Fig. 1: placement view
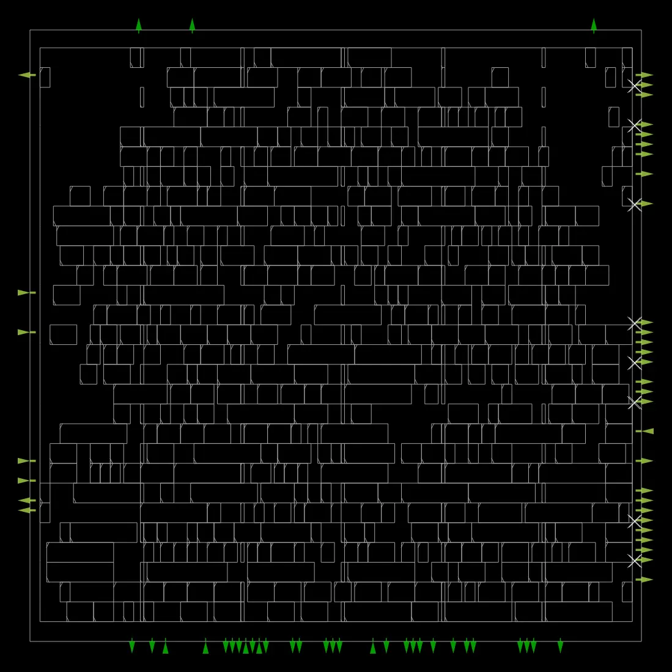
Fig. 2: metal 2
Drawn at 6 px/um.
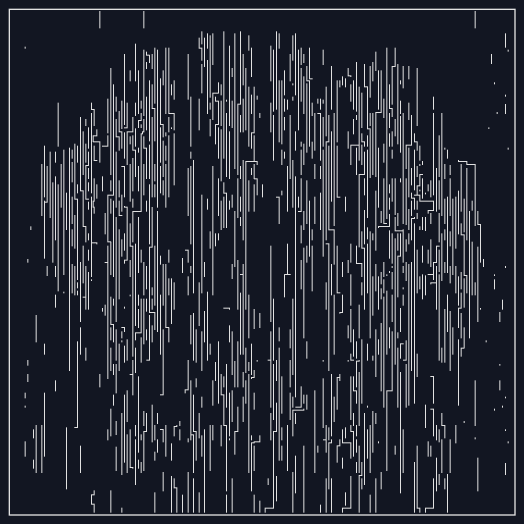
$ cat src/rtl/error_responder_pkg.sv
`default_nettype none
// +-------------------------------------------------------------------------+
// | error_responder_pkg : shared header constants, error codes, FSM states |
// | Rev 1.0                                                                 |
// +-------------------------------------------------------------------------+
package error_responder_pkg;

  localparam int SIZE_OF_HEADER_VARS     = 8;
  localparam int SIZE_OF_HEADER_IN_BYTES = 4;

  localparam logic [7:0] PROTOCOL_VERSION = 8'h01;
  localparam logic [7:0] ERROR_RESP_CMD   = 8'h7F;

  localparam logic [7:0] ERR_INVALID_REQUEST      = 8'h01;
  localparam logic [7:0] ERR_UNSUPPORTED_PROTOCOL = 8'h02;
  localparam logic [7:0] ERR_BUSY                 = 8'h03;
  localparam logic [7:0] ERR_UNSPECIFIED          = 8'h04;

  typedef struct packed {
    logic [7:0] param1;
    logic [7:0] param2;
  } err_code_t;

  // Index 0 sits in the LSBs.
  localparam logic [95:0] DEFAULT_ERR_CODES = {
    err_code_t'{ERR_INVALID_REQUEST,      8'h00},
    err_code_t'{ERR_INVALID_REQUEST,      8'h00},
    err_code_t'{ERR_INVALID_REQUEST,      8'h00},
    err_code_t'{ERR_BUSY,                 8'h00},
    err_code_t'{ERR_UNSUPPORTED_PROTOCOL, 8'h01},
    err_code_t'{ERR_UNSPECIFIED,          8'h00}
  };

  localparam logic [1:0] ST_IDLE = 2'd0;
  localparam logic [1:0] ST_SEND = 2'd1;
  localparam logic [1:0] ST_DONE = 2'd2;

endpackage
`default_nettype wire

$ cat src/rtl/err_priority_enc.sv
`default_nettype none
// +-------------------------------------------------------------------------+
// | err_priority_enc : highest-set-index encoder with any-valid flag        |
// | Rev 1.0                                                                 |
// +-------------------------------------------------------------------------+
module err_priority_enc
  import error_responder_pkg::*;
#(
  parameter int N  = 6,
  parameter int IW = (N > 1) ? $clog2(N) : 1
) (
  input  logic [N-1:0]  req,
  output logic [IW-1:0] idx,
  output logic          valid
);

  always_comb begin
    idx   = '0;
    valid = 1'b0;
    for (int i = 0; i < N; i++) begin
      if (req[i]) begin
        idx   = IW'(i);
        valid = 1'b1;
      end
    end
  end

endmodule
`default_nettype wire

$ cat src/rtl/error_responder.sv
`default_nettype none
// +-------------------------------------------------------------------------+
// | error_responder : sticky error capture, priority pick, ERROR header tx  |
// | Rev 1.0                                                                 |
// +-------------------------------------------------------------------------+
module error_responder
  import error_responder_pkg::*;
#(
  parameter int NUM_ERR   = 6,
  parameter int BYTE_W    = SIZE_OF_HEADER_VARS,
  parameter int HDR_BYTES = SIZE_OF_HEADER_IN_BYTES,
  parameter logic [NUM_ERR*2*BYTE_W-1:0] ERR_CODES = DEFAULT_ERR_CODES
) (
  input  logic                        clk,
  input  logic                        rst_n,
  input  logic                        enable,
  input  logic [NUM_ERR-1:0]          err_req,
  output logic [BYTE_W-1:0]           tx_data,
  output logic                        tx_valid,
  input  logic                        tx_ready,
  output logic [BYTE_W*HDR_BYTES-1:0] header,
  output logic                        msg_busy,
  output logic                        msg_done,
  output logic [NUM_ERR-1:0]          pending,
  output logic [7:0]                  drop_cnt
);

  localparam int EW = (NUM_ERR > 1) ? $clog2(NUM_ERR) : 1;
  localparam int BW = (HDR_BYTES > 1) ? $clog2(HDR_BYTES) : 1;
  localparam int HW = BYTE_W * HDR_BYTES;
  localparam logic [BW-1:0] LAST_IDX = BW'(HDR_BYTES - 1);

  logic [1:0]         state_q,    state_d;
  logic [NUM_ERR-1:0] pending_q,  pending_d;
  logic [HW-1:0]      header_q,   header_d;
  logic [BYTE_W-1:0]  tx_data_q,  tx_data_d;
  logic               tx_valid_q, tx_valid_d;
  logic               msg_busy_q, msg_busy_d;
  logic               msg_done_q, msg_done_d;
  logic [7:0]         drop_cnt_q, drop_cnt_d;
  logic [BW-1:0]      idx_q,      idx_d;

  logic [EW-1:0]      win;
  logic               win_valid;
  logic               start;
  logic [NUM_ERR-1:0] clr;
  logic [HW-1:0]      hdr_new;
  logic [BW-1:0]      idx_nxt;
  logic [BYTE_W-1:0]  hdr_byte [HDR_BYTES];

  err_priority_enc #(
    .N  (NUM_ERR),
    .IW (EW)
  ) u_prio (
    .req   (pending_q),
    .idx   (win),
    .valid (win_valid)
  );

  // Byte 0 is the most significant byte of the header.
  for (genvar k = 0; k < HDR_BYTES; k++) begin : g_hdr_bytes
    assign hdr_byte[k] = header_q[(HDR_BYTES-1-k)*BYTE_W +: BYTE_W];
  end

  assign idx_nxt = idx_q + 1'b1;
  assign start   = (state_q == ST_IDLE) && enable && win_valid;
  assign clr     = start ? (NUM_ERR'(1) << win) : '0;

  always_comb begin
    hdr_new = '0;
    hdr_new[HW-1 -: 4*BYTE_W] = {PROTOCOL_VERSION, ERROR_RESP_CMD,
                                 ERR_CODES[win*2*BYTE_W +: 2*BYTE_W]};
  end

  always_comb begin
    state_d    = state_q;
    header_d   = header_q;
    tx_data_d  = tx_data_q;
    tx_valid_d = tx_valid_q;
    msg_busy_d = msg_busy_q;
    msg_done_d = 1'b0;
    idx_d      = idx_q;
    drop_cnt_d = drop_cnt_q;

    case (state_q)
      ST_IDLE: begin
        if (start) begin
          state_d    = ST_SEND;
          header_d   = hdr_new;
          tx_data_d  = hdr_new[HW-1 -: BYTE_W];
          tx_valid_d = 1'b1;
          msg_busy_d = 1'b1;
          idx_d      = '0;
        end
      end
      ST_SEND: begin
        if (tx_valid_q && tx_ready) begin
          if (idx_q == LAST_IDX) begin
            state_d    = ST_DONE;
            tx_valid_d = 1'b0;
            msg_busy_d = 1'b0;
            msg_done_d = 1'b1;
          end else begin
            idx_d     = idx_nxt;
            tx_data_d = hdr_byte[idx_nxt];
          end
        end
      end
      ST_DONE: begin
        state_d = ST_IDLE;
      end
      default: begin
        state_d    = ST_IDLE;
        tx_valid_d = 1'b0;
        msg_busy_d = 1'b0;
      end
    endcase

    // A request landing on its own clear cycle re-arms the flag, not a drop.
    for (int i = 0; i < NUM_ERR; i++) begin
      if (err_req[i] && pending_q[i] && !clr[i] && (drop_cnt_d != 8'hFF)) begin
        drop_cnt_d = drop_cnt_d + 8'd1;
      end
    end
    pending_d = (pending_q & ~clr) | err_req;
  end

  always_ff @(posedge clk or negedge rst_n) begin
    if (!rst_n) begin
      state_q    <= ST_IDLE;
      pending_q  <= '0;
      header_q   <= '0;
      tx_data_q  <= '0;
      tx_valid_q <= 1'b0;
      msg_busy_q <= 1'b0;
      msg_done_q <= 1'b0;
      drop_cnt_q <= '0;
      idx_q      <= '0;
    end else begin
      state_q    <= state_d;
      pending_q  <= pending_d;
      header_q   <= header_d;
      tx_data_q  <= tx_data_d;
      tx_valid_q <= tx_valid_d;
      msg_busy_q <= msg_busy_d;
      msg_done_q <= msg_done_d;
      drop_cnt_q <= drop_cnt_d;
      idx_q      <= idx_d;
    end
  end

  assign tx_data  = tx_data_q;
  assign tx_valid = tx_valid_q;
  assign header   = header_q;
  assign msg_busy = msg_busy_q;
  assign msg_done = msg_done_q;
  assign pending  = pending_q;
  assign drop_cnt = drop_cnt_q;

endmodule
`default_nettype wire

$ cat config.mk
export PLATFORM = sky130hd
export DESIGN_NAME = error_responder
export DESIGN_NICKNAME = d
export VERILOG_FILES = /design/src/rtl/error_responder_pkg.sv /design/src/rtl/err_priority_enc.sv /design/src/rtl/error_responder.sv
export SDC_FILE = /design/constraint.sdc
export NUM_CORES = 1
export LEC_CHECK = 0
export CAP_MARGIN = 5
export CORE_MARGIN = 1
export CORE_UTILIZATION = 56
export CTS_BUF_LIST = sky130_fd_sc_hd__clkbuf_4
export CTS_CLUSTER_SIZE = 20
export DETAILED_ROUTE_END_ITERATION = 12
export PLACE_DENSITY = 0.8
export SETUP_SLACK_MARGIN = 0.02
export SYNTH_ARGS = -nofsm -noshare
export SYNTH_HDL_FRONTEND = slang
export SYNTH_SLANG_ARGS = --single-unit
$ cat constraint.sdc
create_clock -name clk -period 9.65 [get_ports clk]
set_input_delay 0.965 -clock clk [delete_from_list [all_inputs] [get_ports clk]]
set_output_delay 0.965 -clock clk [all_outputs]
set_load 0.1 [all_outputs]
==> Changelog: implementation <==
### Physical design

* Status: finished, violations left
* Failing checks: design-rule violations
* Startpoint type of the worst setup path: flop
* Root cell of the clock tree: clkbuf_4
* Gr usage total at 0.2781
* Area delta synth->final at 11.65%
* HP Start: tx_data[1]$_DFFE_PN0P_
* FP Core Util at 0.5870
* Antenna diodes at 0
* Setup WS pre-CTS at 999.0 ps
* Chip Area at 7064 um2
* Post-cts hold buffer count at 0
* Number of max-cap violations at 0
* Max Freq at 119.2 MHz
* Met2 Wirelength at 4.403 mm
* Setup ws final at 1262 ps
* Syn Area/Cell at 8.627 um2
* Crit path capture: drop_cnt[2]$_DFF_PN0_
* Max Transition Viols Final at 0
* Final WL at 9.603 mm
* Post-route setup TNS at 0 ps
* Ys cells at 437
* Die X at 84.05 um
* RR Startpoint: pending[1]$_DFF_PN0_
* Layout net count at 490
* Htree depth at 2
* M1 GR Usage at 0.3903
* Met2 Usage GRT at 0.4523
* DRC Markers at 16
Notes on Fig. 1 above:
Fill cells: 554
n_taps: 77
Seq cells: 30
fin util: 0.6554

Notes on Fig. 2 above:
wire length on this layer: 4400 um
main direction: vertical

-- registers in the layout, indices dropped and copies added (netlist names) --
register  flops
drop_cnt      8
msg_done      1
idx_q         2
header        5
state_q       2
tx_data       5
pending       6
msg_busy      1
-- metrics by stage --
| step | hold slack, ps | cells |
|---|---|---|
| 2_1_floorplan | 477.2 | 456 |
| 3_3_place_gp | 467.7 | 540 |
| 3_5_place_dp | 469.2 | 540 |
| 4_1_cts | 493.6 | 548 |
| 5_1_grt | 518.3 | 548 |
| 6_report | 488.2 | 548 |
-- logic make-up after synthesis --
kind of cell             count (synthesis)  synth area share
multiplexers                            18           0.05178
XOR/XNOR                                21           0.05941
AND-OR/OR-AND                          121            0.2745
other                                    1         0.0009947
flip-flops                              30            0.1991
adder cells (fa/ha/maj)                 10           0.03319
AND/OR/NAND/NOR                        180            0.2851
buffers and inverters                   56           0.09591
-- critical path, delay by kind of cell (launching register included) --
kind / cells / cell delay [ps]
DFF: 1 / 460
muxes: 1 / 420
xor gates and xnor gates: 3 / 660
and+or+nand+nor: 12 / 2610
adders and majority gates: 5 / 1380
AOI/OAI and AO/OA: 9 / 2530
buffers and inverters: 2 / 220
-- final cells by class --
| cell class | count | area, um2 | share of cell area |
|---|---|---|---|
| sequential | 30 | 750.7 | 0.1784 |
| tap | 77 | 96.34 | 0.02289 |
| timing repair buffer | 48 | 475.5 | 0.1130 |
| clock inverter | 3 | 63.81 | 0.01516 |
| multi-input combinational | 370 | 2729 | 0.6483 |
| inverter | 15 | 56.30 | 0.01338 |
| clock buffer | 5 | 37.54 | 0.008918 |
